===== src/rtl/aes_pkg.sv =====
// AES helper package: state/column types, GF(2^8) multiply helpers and FSM encoding
// shared by the iterative MixColumns block (mixcolumn_iter) and its column engine.
package aes_pkg;

  typedef logic [127:0] aes_state_t;
  typedef logic [31:0]  aes_col_t;

  localparam logic [7:0] AES_POLY = 8'h1B;

  typedef enum logic [1:0] {
    ST_IDLE,
    ST_BUSY,
    ST_DONE
  } mc_state_e;

  function automatic logic [7:0] xtime(input logic [7:0] b);
    return {b[6:0], 1'b0} ^ (b[7] ? AES_POLY : 8'h00);
  endfunction

  function automatic logic [7:0] gf_mul2(input logic [7:0] b);
    return xtime(b);
  endfunction

  function automatic logic [7:0] gf_mul3(input logic [7:0] b);
    return xtime(b) ^ b;
  endfunction

  function automatic logic [7:0] gf_mul9(input logic [7:0] b);
    return xtime(xtime(xtime(b))) ^ b;
  endfunction

  function automatic logic [7:0] gf_mulB(input logic [7:0] b);
    return xtime(xtime(xtime(b))) ^ xtime(b) ^ b;
  endfunction

  function automatic logic [7:0] gf_mulD(input logic [7:0] b);
    return xtime(xtime(xtime(b))) ^ xtime(xtime(b)) ^ b;
  endfunction

  function automatic logic [7:0] gf_mulE(input logic [7:0] b);
    return xtime(xtime(xtime(b))) ^ xtime(xtime(b)) ^ xtime(b);
  endfunction

endpackage


===== src/rtl/mixcolumn_col.sv =====
// Combinational single-column MixColumns engine. Forward [02 03 01 01] circulant always;
// the inverse [0E 0B 0D 09] circulant only when MIXCOL_INV_EN is defined.
module mixcolumn_col
  import aes_pkg::*;
(
  input  aes_col_t col_i,
  input  logic     inv_i,
  output aes_col_t col_o
);

  logic [7:0] a0, a1, a2, a3;
  aes_col_t   fwd;

  assign a0 = col_i[31:24];
  assign a1 = col_i[23:16];
  assign a2 = col_i[15:8];
  assign a3 = col_i[7:0];

  assign fwd = {gf_mul2(a0) ^ gf_mul3(a1) ^ a2 ^ a3,
                a0 ^ gf_mul2(a1) ^ gf_mul3(a2) ^ a3,
                a0 ^ a1 ^ gf_mul2(a2) ^ gf_mul3(a3),
                gf_mul3(a0) ^ a1 ^ a2 ^ gf_mul2(a3)};

`ifdef MIXCOL_INV_EN
  aes_col_t inv;

  assign inv = {gf_mulE(a0) ^ gf_mulB(a1) ^ gf_mulD(a2) ^ gf_mul9(a3),
                gf_mul9(a0) ^ gf_mulE(a1) ^ gf_mulB(a2) ^ gf_mulD(a3),
                gf_mulD(a0) ^ gf_mul9(a1) ^ gf_mulE(a2) ^ gf_mulB(a3),
                gf_mulB(a0) ^ gf_mulD(a1) ^ gf_mul9(a2) ^ gf_mulE(a3)};

  assign col_o = inv_i ? inv : fwd;
`else
  logic unused_inv;

  assign unused_inv = inv_i;
  assign col_o      = fwd;
`endif

endmodule


===== src/rtl/mixcolumn_iter.sv =====
// Iterative AES MixColumns: one 128-bit state over 4/COLS_PER_CYCLE beats with a
// valid/ready handshake on both sides. Optional inverse transform via MIXCOL_INV_EN.
module mixcolumn_iter
  import aes_pkg::*;
#(
  parameter int unsigned COLS_PER_CYCLE = 4
) (
  input  logic         clk_i,
  input  logic         rst_ni,
  input  logic         in_valid_i,
  output logic         in_ready_o,
  input  logic         inv_i,
  input  logic [127:0] mixcolumn_i,
  output logic         out_valid_o,
  input  logic         out_ready_i,
  output logic [127:0] mixcolumn_o
);

  localparam int unsigned BEATS = 4 / COLS_PER_CYCLE;
  localparam int unsigned BW    = (BEATS > 1) ? $clog2(BEATS) : 1;

  if (COLS_PER_CYCLE != 1 && COLS_PER_CYCLE != 2 && COLS_PER_CYCLE != 4) begin : g_bad_cols
    $error("mixcolumn_iter: COLS_PER_CYCLE must be 1, 2 or 4");
  end

  mc_state_e  state_q;
  logic [BW-1:0] beat_q;
  aes_state_t data_q, data_d;
  logic       inv_q, inv_sel, out_valid_q, accept;
  aes_col_t   cols [4];
  aes_col_t   cols_d [4];
  aes_col_t   eng_in [COLS_PER_CYCLE];
  aes_col_t   eng_out [COLS_PER_CYCLE];

`ifdef MIXCOL_INV_EN
  assign inv_sel = inv_i;
`else
  logic unused_inv;

  assign unused_inv = inv_i;
  assign inv_sel    = 1'b0;
`endif

  assign in_ready_o  = (state_q == ST_IDLE) | ((state_q == ST_DONE) & out_ready_i);
  assign accept      = in_valid_i & in_ready_o;
  assign out_valid_o = out_valid_q;
  assign mixcolumn_o = data_q;

  // Unpack the data register into columns and select this beat's engine inputs
  always_comb begin
    for (int unsigned i = 0; i < 4; i++) begin
      cols[i] = data_q[127 - 32*i -: 32];
    end
    for (int unsigned g = 0; g < COLS_PER_CYCLE; g++) begin
      eng_in[g] = cols[2'(beat_q * COLS_PER_CYCLE + g)];
    end
  end

  for (genvar g = 0; g < COLS_PER_CYCLE; g++) begin : g_eng
    mixcolumn_col u_col (
      .col_i (eng_in[g]),
      .inv_i (inv_q),
      .col_o (eng_out[g])
    );
  end

  // Write the transformed columns back in place and repack the state
  always_comb begin
    for (int unsigned i = 0; i < 4; i++) begin
      cols_d[i] = cols[i];
    end
    for (int unsigned g = 0; g < COLS_PER_CYCLE; g++) begin
      cols_d[2'(beat_q * COLS_PER_CYCLE + g)] = eng_out[g];
    end
    data_d = '0;
    for (int unsigned i = 0; i < 4; i++) begin
      data_d[127 - 32*i -: 32] = cols_d[i];
    end
  end

  // Control FSM with registered data, mode and output-valid
  always_ff @(posedge clk_i) begin
    if (!rst_ni) begin
      state_q     <= ST_IDLE;
      beat_q      <= '0;
      data_q      <= '0;
      inv_q       <= 1'b0;
      out_valid_q <= 1'b0;
    end else begin
      case (state_q)
        ST_IDLE: begin
          if (accept) begin
            data_q  <= mixcolumn_i;
            inv_q   <= inv_sel;
            beat_q  <= '0;
            state_q <= ST_BUSY;
          end
        end
        ST_BUSY: begin
          data_q <= data_d;
          if (beat_q == BW'(BEATS - 1)) begin
            beat_q      <= '0;
            out_valid_q <= 1'b1;
            state_q     <= ST_DONE;
          end else begin
            beat_q <= beat_q + BW'(1);
          end
        end
        ST_DONE: begin
          if (out_ready_i) begin
            out_valid_q <= 1'b0;
            state_q     <= ST_IDLE;
            // release and accept in the same cycle: skip IDLE so there is no bubble
            if (in_valid_i) begin
              data_q  <= mixcolumn_i;
              inv_q   <= inv_sel;
              beat_q  <= '0;
              state_q <= ST_BUSY;
            end
          end
        end
        default: state_q <= ST_IDLE;
      endcase
    end
  end

endmodule


===== config.mk =====
export PLATFORM = sky130hd
export DESIGN_NAME = mixcolumn_iter
export DESIGN_NICKNAME = d
export VERILOG_FILES = /design/src/rtl/aes_pkg.sv /design/src/rtl/mixcolumn_col.sv /design/src/rtl/mixcolumn_iter.sv
export SDC_FILE = /design/constraint.sdc
export NUM_CORES = 1
export LEC_CHECK = 0
export CAP_MARGIN = 20
export CORE_ASPECT_RATIO = 0.5
export CORE_MARGIN = 3
export CORE_UTILIZATION = 53
export DETAILED_ROUTE_END_ITERATION = 7
export GPL_TIMING_DRIVEN = 1
export PLACE_DENSITY_LB_ADDON = 0.08
export REMOVE_ABC_BUFFERS = 1
export SLEW_MARGIN = 20
export SYNTH_ARGS = -nofsm -noshare
export SYNTH_HDL_FRONTEND = slang
export SYNTH_SLANG_ARGS = --single-unit

===== constraint.sdc =====
create_clock -name clk_i -period 3 [get_ports clk_i]
set_input_delay 0.45 -clock clk_i [delete_from_list [all_inputs] [get_ports clk_i]]
set_output_delay 0.45 -clock clk_i [all_outputs]
set_load 0.02 [all_outputs]

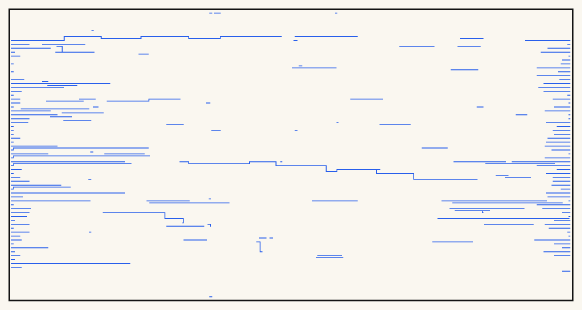
*Signal wires on met3*
share of all routed wire	6.6%
longest straight run	47.4 um
main direction	horizontal
wire length on this layer	1,800 um

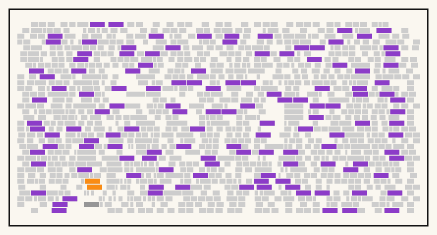
*Sequential cells grouped by signal name*
Other sequential cells in the stronger grey, the rest of the logic in the fainter grey.
name in the netlist	colour	flops
`mixcolumn_o`	purple	128
`state_q`	orange	2
not coloured	1
flip-flop and latch power: 0.00251 W
Final Util: 75.5%
Seq. cell area: 2620 um^2
sequential cell area share: 20.5%

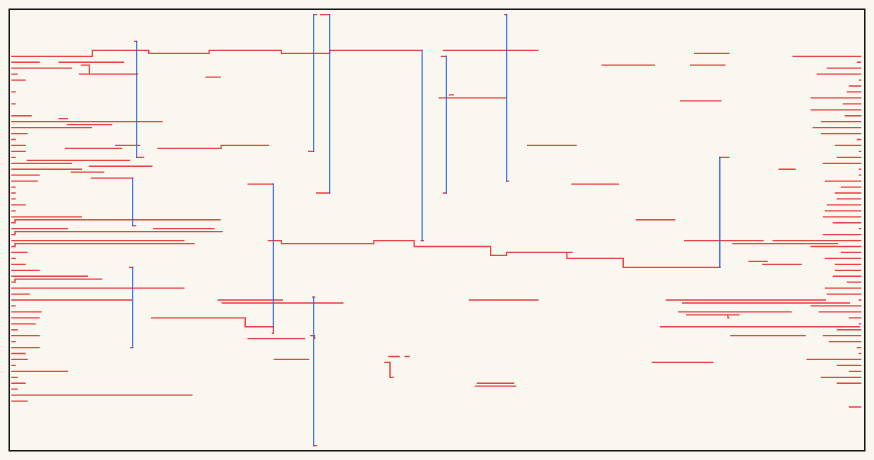
*Metal layers overlaid*
Two of the layers only.
layer	colour	wire length
M3	red	1,800 um
M4	blue	333 um

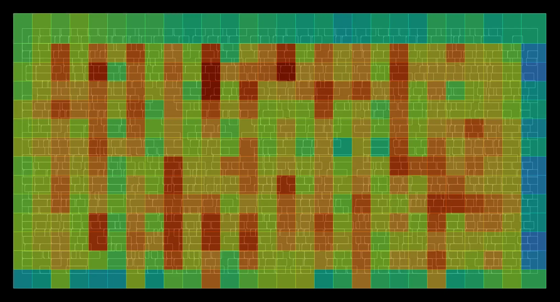
*Track usage over the die*
GRT met3 Usage: 6.94%
met1 GRT Util: 35.4%
Most Crowded Layer GR: met2
DR WL/cell: 19.8 um

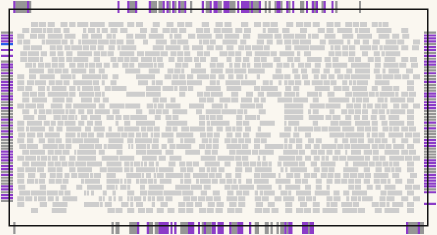
*I/O pins on the die edge*
Pins as bars across the die edge, other pins in grey.
port	colour	pins	direction	edge
`mixcolumn_o`	purple	128	output	34 top, 34 bottom, 30 right, 30 left
`rst_ni`	blue	1	input	left
all pins by edge	76 top, 74 bottom, 57 right, 56 left
die height: 101 um
Port Buffers: 261

[state kept, by name, indices dropped and copies added (netlist names)]
name and cells:
mixcolumn_o 128, out_valid_o 1, state_q 2
[routing by layer]
metal	wire, um	share of wire, %
met4	332	1.2
met3	1800	6.6
met2	13200	48
met1	12000	44
met5	0	0
[placed cells by master, fill, tap and decap left out, drive strengths merged]
cell             n
a211o            1
o221ai          99
xor2           117
buf             17
o21ai            7
xnor2          289
clkdlybuf4s50  260
dfxtp          131
nand2b           2
a22o             1
nor2            12
xor3             2
xnor3           11
o21a            18
a22oi            1
a31oi            1
nand2            4
o221a           18
o31ai            6
o22ai            4
inv              5
a21oi          108
clkinv           4
bufinv           1
nand3            7
clkbuf          25
[power groups by stage]
| stage | registers (W) | logic, W | clock network [W] |
|---|---|---|---|
| floorplan | 0.00272 | 0.00312 | 0 |
| global placement | 0.00252 | 0.00453 | 0 |
| detailed placement | 0.00253 | 0.00460 | 0 |
| CTS | 0.00250 | 0.00467 | 0.00203 |
| global route | 0.00255 | 0.00501 | 0.00210 |
| finish | 0.00251 | 0.00466 | 0.00200 |
[area by class of cell]
class,count,share of cell area [%]
well taps,227,2.22
inverters,5,0.147
multi-input cells,708,50.6
repair buffers,277,22.2
clock inverters,5,0.391
flip-flops and latches,131,20.5
clock buffers,25,3.95
[worst reg2reg max path, stage by stage, from the launching register on]
cell	delay (ns)
dfxtp_1	0.55
inv_1	0.21
a22oi_2	0.32
buf_12	0.41
o221a_2	0.41
o21a_1	0.10
[cell families (layout without fill, tap and decap cells)]
logic type,Yosys count,count (layout),synth area share [%]
and+or+nand+nor,25,25,1.13
xor gates and xnor gates,419,419,42.1
DFF,131,131,27.6
buffers and inverters,66,312,4.34
AOI/OAI and AO/OA,264,264,24.8
==> out/results.ini <==
[status]
status=finished clean

[critical_path]
path_cells=clkdlybuf4s50_1, inv_1, a21oi_1, clkdlybuf4s50_1
path_delay_family=buffers and inverters
reg2reg_from=state_q[0]$_SDFFE_PN0P_
crit_required_ns=2.55
crit_arrival_ns=1.77
crit_start=out_ready_i
cp.buffers_inverters=3
reg2reg_slack_ns=0.95
path_max_fanout=3
cp-end-kind=output port
crit_top_cell=clkdlybuf4s50_1
worst-path-stages=4
max_stage_delay_ns=0.62
reg2regPathDepth=5

[synth]
syn_area_per_cell_um2=10.5
synth_top_cell_by_count=xnor2_1
ys_area_um2=9500
ys_types=32
synth_area_leader_cell=dfxtp_1
edf_count=0
ys.flops=131
synth-main-ff-cell=dfxtp_1
ys_cells=905
ys_warn_count=0
postSynthSeqShare_pct=27.6
synthCells=905
synthesis.area_um2=9500
synth.top_cells.by_count=xnor2_1 (273), dfxtp_1 (131), xor2_1 (117)

[clock_tree]
cts_max_level=4
clkSlewWorstSetupHoldPaths_ns=0.05
cts_made_buffers=17
clock-sinks=131
root_buffer=clkbuf_16
ctsHoldBuffers=0
post_cts_buffers=0
post_cts_resize_count=0

[timing]
period_needed_ns=2.22
tns_ns=0
finalCritPeriodShare_pct=73.9
setup_viol=0
finalHoldViolations=0
clock_skew_ns=0.0105
setup_ws_ns=0.783
fmax_mhz=451
relSlewSlack_pct=53.1
hold_ws_ns=0.473

[global_routing]
grtUsageMet2_pct=46.1
grt_max_degree=80
antenna_found_initial=0
gr-total-overflow=0
track_usage_pct=27.2

[floorplanning]
die_x_um=195
core_region_area_um2=17000
rows=33
fp_util_pct=56.0
die_area_um2=19700

[route]
drt-initial-drc-count=329
first_pass_iters=5
drt-total-wl_mm=27.3
via_per_inst=5.60
ant_nets=0

[placement]
hpwlAfterDp_mm=19.2
dp_slack_ns=0.570
post-place-cells=1348

[flow_run]
cap_violations=0
tool_warnings=26

[final_layout]
drive_above_1_share_pct=12.7
synthToLayoutAreaGrowth_pct=34.8
stdcell_count=1378
final_net_count=1273
nFillCells=1234
antenna-diode-count=0
comb_area_um2=6480

[worst_hold_path]
holdPathStages=2
hold_end=out_valid_o$_SDFFE_PN0P_
hp-class=reg -> reg
hold_start=out_valid_o$_SDFFE_PN0P_

[power_and_ir_drop]
p_per_area_nw_per_um2=715
p_int_w=0.00569
pwr-share-clk_pct=21.8
netSwitchingFraction_pct=37.9
pwr-share-comb_pct=50.8
cellLeakagePower_nw=4.40

Power figures rest on the tool's default switching activity, not on a simulated workload.
